==> config.mk <==
export PLATFORM = sky130hd
export DESIGN_NAME = nes_joypad_poller
export DESIGN_NICKNAME = d
export VERILOG_FILES = /design/src/rtl/nes_joypad_poller.sv
export SDC_FILE = /design/constraint.sdc
export NUM_CORES = 1
export LEC_CHECK = 0
export ABC_AREA = 0
export CAP_MARGIN = 20
export CELL_PAD_IN_SITES_DETAIL_PLACEMENT = 1
export CELL_PAD_IN_SITES_GLOBAL_PLACEMENT = 2
export CORE_MARGIN = 5
export CORE_UTILIZATION = 34
export DETAILED_ROUTE_END_ITERATION = 7
export GPL_TIMING_DRIVEN = 0
export PLACE_DENSITY_LB_ADDON = 0.1
export SYNTH_ARGS = -nofsm -noshare
export SYNTH_HDL_FRONTEND = slang
export SYNTH_SLANG_ARGS = --single-unit
==> constraint.sdc <==
create_clock -name clock -period 1.6 [get_ports clock]
set_input_delay 0.32 -clock clock [delete_from_list [all_inputs] [get_ports clock]]
set_output_delay 0.32 -clock clock [all_outputs]
set_load 0.03 [all_outputs]
==> src/rtl/nes_joypad_poller.sv <==
// -----------------------------------------------------------------------------
// nes_joypad_poller
//
// Host-side reader for a standard NES controller built around a 4021
// parallel-in/serial-out shift register. At a fixed poll rate the block
// latches the pad, clocks out all eight button bits, compares the new frame
// with the previous one and publishes the byte only when two consecutive
// frames agree. The published byte is active-high and is intended to be
// OR-merged with other button sources in the same clock domain.
//
// Parameters:
//   C_poll_div  clock cycles between poll starts (about 60 Hz at 21.477 MHz)
//   C_half      cycles per half-phase of the pad strobe/clock (>= 4)
//
// Ports:
//   clock       in   1  system clock
//   R_reset     in   1  synchronous, active-high reset
//   i_enable    in   1  0 = start no new frames (a running frame completes)
//   joy_data    in   1  pad serial data, active-low, asynchronous
//   joy_strobe  out  1  pad latch, active-high
//   joy_clock   out  1  pad shift clock, idles low, pad shifts on falling edge
//   o_buttons   out  8  stable buttons {right,left,down,up,start,select,b,a}
//   o_valid     out  1  one-cycle pulse whenever o_buttons is (re)loaded
//   o_busy      out  1  high whenever a frame is in progress
// -----------------------------------------------------------------------------
module nes_joypad_poller #(
  parameter int unsigned C_poll_div = 357954,
  parameter int unsigned C_half     = 64
) (
  input  logic       clock,
  input  logic       R_reset,
  input  logic       i_enable,
  input  logic       joy_data,
  output logic       joy_strobe,
  output logic       joy_clock,
  output logic [7:0] o_buttons,
  output logic       o_valid,
  output logic       o_busy
);

  // ---------------------------------------------------------------------------
  // Elaboration-time parameter checks
  // ---------------------------------------------------------------------------
  if (C_half < 4) begin : g_half_range
    $error("nes_joypad_poller: C_half must be at least 4");
  end

  // A whole frame (STROBE entry to DONE inclusive) must fit between polls.
  if ((17 * C_half + 1) >= C_poll_div) begin : g_frame_fits
    $error("nes_joypad_poller: 17*C_half+1 must be smaller than C_poll_div");
  end

  // ---------------------------------------------------------------------------
  // Widths and constants
  // ---------------------------------------------------------------------------
  localparam int unsigned C_PCW = (C_poll_div > 1) ? $clog2(C_poll_div) : 1;
  // The longest state (STROBE) lasts 2*C_half cycles.
  localparam int unsigned C_PHW = $clog2(2 * C_half);

  localparam logic [C_PCW-1:0] C_POLL_LAST   = C_PCW'(C_poll_div - 1);
  localparam logic [C_PHW-1:0] C_HALF_LAST   = C_PHW'(C_half - 1);
  localparam logic [C_PHW-1:0] C_STROBE_LAST = C_PHW'(2 * C_half - 1);

  typedef enum logic [2:0] {
    S_IDLE   = 3'd0,
    S_STROBE = 3'd1,
    S_SETTLE = 3'd2,
    S_CLK_HI = 3'd3,
    S_CLK_LO = 3'd4,
    S_DONE   = 3'd5
  } t_state;

  // ---------------------------------------------------------------------------
  // Registers and wires
  // ---------------------------------------------------------------------------
  t_state             r_state;
  t_state             w_state_next;

  logic [C_PCW-1:0]   r_poll_cnt;
  logic [C_PHW-1:0]   r_phase;
  logic [2:0]         r_idx;
  logic [7:0]         r_raw;
  logic [7:0]         r_prev;
  logic               r_sync1;
  logic               r_sync2;

  logic               r_strobe;
  logic               r_clk;
  logic [7:0]         r_buttons;
  logic               r_valid;
  logic               r_busy;

  logic               w_poll_tick;
  logic               w_sample;
  logic               w_half_end;
  logic               w_strobe_end;
  logic [2:0]         w_idx_next;
  logic [7:0]         w_raw_next;
  logic [7:0]         w_prev_next;
  logic [7:0]         w_buttons_next;
  logic               w_valid_next;

  assign w_poll_tick  = (r_poll_cnt == C_POLL_LAST);
  // Pad data is active-low; invert so that a pressed button reads as 1.
  assign w_sample     = ~r_sync2;
  assign w_half_end   = (r_phase == C_HALF_LAST);
  assign w_strobe_end = (r_phase == C_STROBE_LAST);

  // ---------------------------------------------------------------------------
  // Sequential logic
  // ---------------------------------------------------------------------------

  // Two-flop synchronizer for the asynchronous pad data line (idles high).
  always_ff @(posedge clock) begin
    if (R_reset) begin
      r_sync1 <= 1'b1;
      r_sync2 <= 1'b1;
    end else begin
      r_sync1 <= joy_data;
      r_sync2 <= r_sync1;
    end
  end

  // Free-running poll divider; its terminal count is the poll tick.
  always_ff @(posedge clock) begin
    if (R_reset) begin
      r_poll_cnt <= '0;
    end else if (w_poll_tick) begin
      r_poll_cnt <= '0;
    end else begin
      r_poll_cnt <= r_poll_cnt + C_PCW'(1);
    end
  end

  // Phase counter: restarts at 0 on every state change, parked at 0 in IDLE.
  always_ff @(posedge clock) begin
    if (R_reset) begin
      r_phase <= '0;
    end else if ((w_state_next != r_state) || (r_state == S_IDLE)) begin
      r_phase <= '0;
    end else begin
      r_phase <= r_phase + C_PHW'(1);
    end
  end

  // State register.
  always_ff @(posedge clock) begin
    if (R_reset) begin
      r_state <= S_IDLE;
    end else begin
      r_state <= w_state_next;
    end
  end

  // Frame datapath and registered outputs. The pad pins and o_busy are
  // decoded from the next state so that they line up with the state itself.
  always_ff @(posedge clock) begin
    if (R_reset) begin
      r_idx     <= 3'd0;
      r_raw     <= 8'h00;
      r_prev    <= 8'h00;
      r_strobe  <= 1'b0;
      r_clk     <= 1'b0;
      r_buttons <= 8'h00;
      r_valid   <= 1'b0;
      r_busy    <= 1'b0;
    end else begin
      r_idx     <= w_idx_next;
      r_raw     <= w_raw_next;
      r_prev    <= w_prev_next;
      r_strobe  <= (w_state_next == S_STROBE);
      r_clk     <= (w_state_next == S_CLK_HI);
      r_buttons <= w_buttons_next;
      r_valid   <= w_valid_next;
      r_busy    <= (w_state_next != S_IDLE);
    end
  end

  // ---------------------------------------------------------------------------
  // Next-state and datapath decode
  // ---------------------------------------------------------------------------

  // Frame sequencer: strobe, settle, then seven clock pulses with a sample
  // at the end of settle and at the end of every low half-phase.
  always_comb begin
    w_state_next   = r_state;
    w_idx_next     = r_idx;
    w_raw_next     = r_raw;
    w_prev_next    = r_prev;
    w_buttons_next = r_buttons;
    w_valid_next   = 1'b0;

    case (r_state)
      S_IDLE: begin
        // Ticks that arrive while a frame is running are simply lost.
        if (w_poll_tick && i_enable) begin
          w_state_next = S_STROBE;
        end else begin
          w_state_next = S_IDLE;
        end
      end

      S_STROBE: begin
        if (w_strobe_end) begin
          w_state_next = S_SETTLE;
        end else begin
          w_state_next = S_STROBE;
        end
      end

      S_SETTLE: begin
        // After the latch the A button is already on the data line.
        if (w_half_end) begin
          w_raw_next[0] = w_sample;
          w_idx_next    = 3'd1;
          w_state_next  = S_CLK_HI;
        end else begin
          w_state_next  = S_SETTLE;
        end
      end

      S_CLK_HI: begin
        if (w_half_end) begin
          w_state_next = S_CLK_LO;
        end else begin
          w_state_next = S_CLK_HI;
        end
      end

      S_CLK_LO: begin
        // Sampling late in the low phase leaves room for the synchronizer.
        if (w_half_end) begin
          w_raw_next[r_idx] = w_sample;
          w_idx_next        = r_idx + 3'd1;
          if (r_idx == 3'd7) begin
            w_state_next = S_DONE;
          end else begin
            w_state_next = S_CLK_HI;
          end
        end else begin
          w_state_next = S_CLK_LO;
        end
      end

      S_DONE: begin
        // Two identical frames in a row are required before publishing;
        // the pulse repeats even when the published value is unchanged.
        if (r_raw == r_prev) begin
          w_buttons_next = r_raw;
          w_valid_next   = 1'b1;
        end else begin
          w_valid_next   = 1'b0;
        end
        w_prev_next  = r_raw;
        w_state_next = S_IDLE;
      end

      default: begin
        w_state_next = S_IDLE;
      end
    endcase
  end

  // ---------------------------------------------------------------------------
  // Outputs
  // ---------------------------------------------------------------------------
  assign joy_strobe = r_strobe;
  assign joy_clock  = r_clk;
  assign o_buttons  = r_buttons;
  assign o_valid    = r_valid;
  assign o_busy     = r_busy;

endmodule

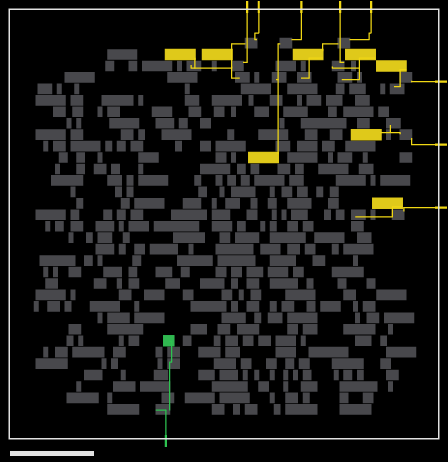
Fig. 1. Port wiring (run 1).
The bar under the picture is 20 um long.
[i_enable] green | bits: 1 | direction: input | end cells: 1 | wire: 25.8 um
[o_buttons] yellow | bits: 8 | direction: output | end cells: 8 | wire: 192 um

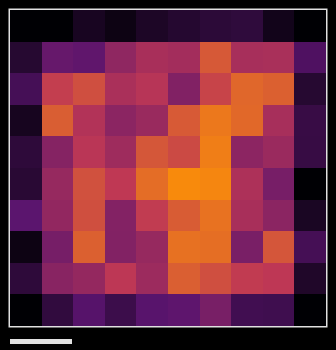
Fig. 2. Cell density map (run 1).
The bar under the picture is 20 um long. The die is cut into 10 by 10 equal tiles; black is low, pale yellow is high, 0 to 100% covered.
nearly empty tiles: 6.0%
fullest tile: 74%
mean over tiles: 36%
utilization after layout: 47.0%
Core ar.: 0.00822 sq mm
Floorplan Utilization: 34.8%

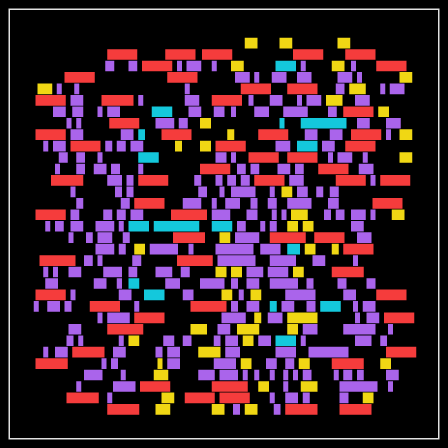
Fig. 3. Placement by cell class (run 1).
[all other logic] purple | cells: 238 | share of their area: 48%
[clock drivers and dummy loads] cyan | cells: 16 | share of their area: 5.7%
[flip-flops] red | cells: 62 | share of their area: 34%
[other buffers and delay cells] yellow | cells: 50 | share of their area: 12%

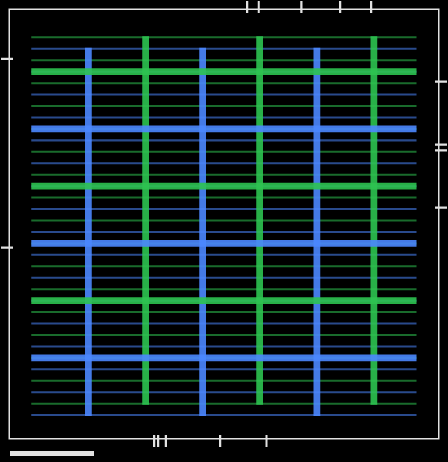
Fig. 4. Floorplan with the power grid (run 1).
The bar under the picture is 20 um long. Pins as bars on the die edge.
[VSS] blue
[VDD] green
signal pins: 16
met4 straps: 6
met5 straps: 6
met1 rails: 34
rows: 33

==> flow_summary.json, run 1 <==
{
  "violations": "setup timing",
  "period_used_pct": 109,
  "relSlewSlack_pct": 65.4,
  "p_per_area_mw_per_mm2": 820,
  "tightest_slew_ns": 0.519,
  "fmax_mhz": 576,
  "tritoncts": "done",
  "die_h_um": 102,
  "wl_met2_um": 4020,
  "clock-sinks": 62,
  "min_to": "r_sync2",
  "lay_top_cells": "55 x nor2_1, 44 x dfxtp_1, 21 x buf_4",
  "ff_type": "dfxtp_1",
  "inverters": 4,
  "htreeDepth": 3,
  "final_antenna_net_count": 0,
  "p_seq_uw": 1550,
  "cap_violations": 0,
  "rsz0062_at_grt": "true",
  "drtIter0Drc": 70,
  "ys.flops": 62,
  "clock.latency.late_pin_ns": 0.35,
  "adder_share_pct": 2.19,
  "comb-power_uw": 69.9,
  "synthDistinctLibCells": 53,
  "synth.area.top_cells": "dfxtp_1 43%, nor2_1 7.5%, mux2i_1 6.3%",
  "ff_count": 62,
  "nets": 370,
  "grt_overflow": 0,
  "path_depth": 5,
  "finalSetupTns_ns": -0.860,
  "path_delay_family": "simple AND/OR/NAND/NOR gates",
  "worst_slack_ns": -0.136,
  "setup_viol": 11,
  "pwr-share-seq_pct": 49.0,
  "status": "finished, violations left",
  "slowest_delay_ns": 0.58,
  "critPathKind": "flop to flop",
  "routed_wl_um": 7720,
  "grt_use_total_pct": 15.5,
  "ys_cells": 313,
  "path_buffers": 0,
  "sh_seq_area_pct": 33.2,
  "clkPwrFrac_pct": 48.8
}
--- run 2 (diff from run 1) ---
--- a/config.mk
+++ b/config.mk
@@ -9,8 +9,7 @@
 export CAP_MARGIN = 20
 export CELL_PAD_IN_SITES_DETAIL_PLACEMENT = 1
 export CELL_PAD_IN_SITES_GLOBAL_PLACEMENT = 2
-export CORE_MARGIN = 5
-export CORE_UTILIZATION = 34
+export CORE_UTILIZATION = 28
 export DETAILED_ROUTE_END_ITERATION = 7
 export GPL_TIMING_DRIVEN = 0
 export PLACE_DENSITY_LB_ADDON = 0.1
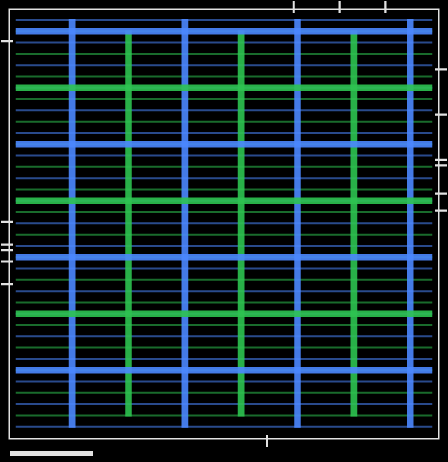
Fig. 5. Floorplan with the power grid (run 2).
The bar under the picture is 20 um long. Pins as bars on the die edge.
[VDD] green
[VSS] blue
met4 straps: 7
signal pins: 16
rows: 36
met5 straps: 7
met1 rails: 37
die span in x: 103 um
Die Span Y: 103 um
Core ar.: 0.00982 sq mm
worst vdd ir: 323 uV

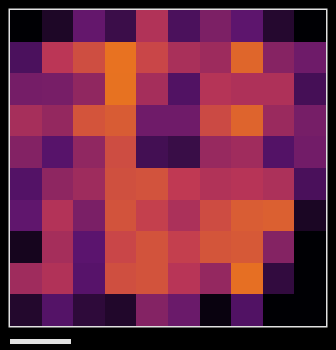
Fig. 6. Cell density map (run 2).
The bar under the picture is 20 um long. The die is cut into 10 by 10 equal tiles; black is low, pale yellow is high, 0 to 100% covered.
nearly empty tiles: 6.0%
fullest tile: 67%
mean over tiles: 36%

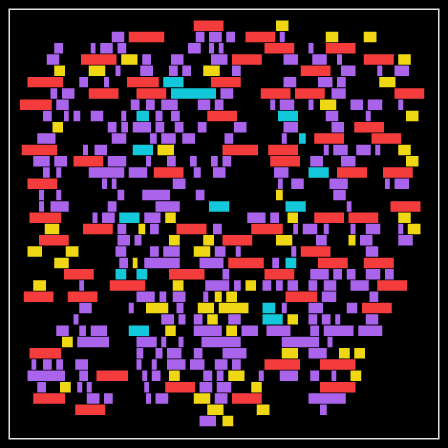
Fig. 7. Placement by cell class (run 2).
[flip-flops] red | cells: 62 | share of their area: 33%
[other buffers and delay cells] yellow | cells: 56 | share of their area: 13%
[all other logic] purple | cells: 238 | share of their area: 49%
[clock drivers and dummy loads] cyan | cells: 16 | share of their area: 5.1%
sequential portion of the cell area: 32.0%
Final Cell Area: 0.00404 sq mm
Rows: 36
utilization after layout: 41.1%

==> run 2 against run 1 <==
  * The flow still finishes with violations (setup timing)
  * Sequential cell count did not move
  * Worst setup slack better by 0.051 ns
  * Critical endpoint unchanged
  * Die size up 2.7%
  * Sequential share of layout area down 1.1 points
  * Area after synthesis unchanged
  * Critical path depth unchanged
  * Critical path type unchanged
  * First-iteration DRC count fell by 17%
  * Largest power group unchanged
  * Final cell count grew 7.2%
  * Combinational power grew 24%
  * Final area up 4.5%
==> flow_summary.json, run 2 <==
{
  "status": "finished, violations left",
  "violations": "setup timing",
  "setup_viol": 12,
  "tritoncts": "done",
  "synth.area.top_cells": "dfxtp_1 43%, nor2_1 7.5%, mux2i_1 6.3%",
  "worst_slack_ns": -0.0853,
  "period_used_pct": 105,
  "wl_met2_um": 3640,
  "pwr-share-seq_pct": 50.6,
  "grt_use_total_pct": 15.5,
  "finalSetupTns_ns": -0.480,
  "ys.flops": 62,
  "p_per_area_mw_per_mm2": 757,
  "path_delay_family": "simple AND/OR/NAND/NOR gates",
  "grt_overflow": 0,
  "critPathKind": "flop to flop",
  "fmax_mhz": 593,
  "htreeDepth": 3,
  "p_seq_uw": 1540,
  "inverters": 4,
  "ff_count": 62,
  "initial_core_util_pct": 29.1,
  "cap_violations": 0,
  "routed_wl_um": 7490,
  "clock-sinks": 62,
  "path_depth": 5,
  "clkPwrFrac_pct": 46.6,
  "final_antenna_net_count": 0,
  "relSlewSlack_pct": 67.4,
  "synthDistinctLibCells": 53,
  "clock.latency.late_pin_ns": 0.35,
  "min_to": "r_sync2",
  "rsz0062_at_grt": "true",
  "nets": 376
}
No activity file was given, so power comes from the tool's default toggle rates.
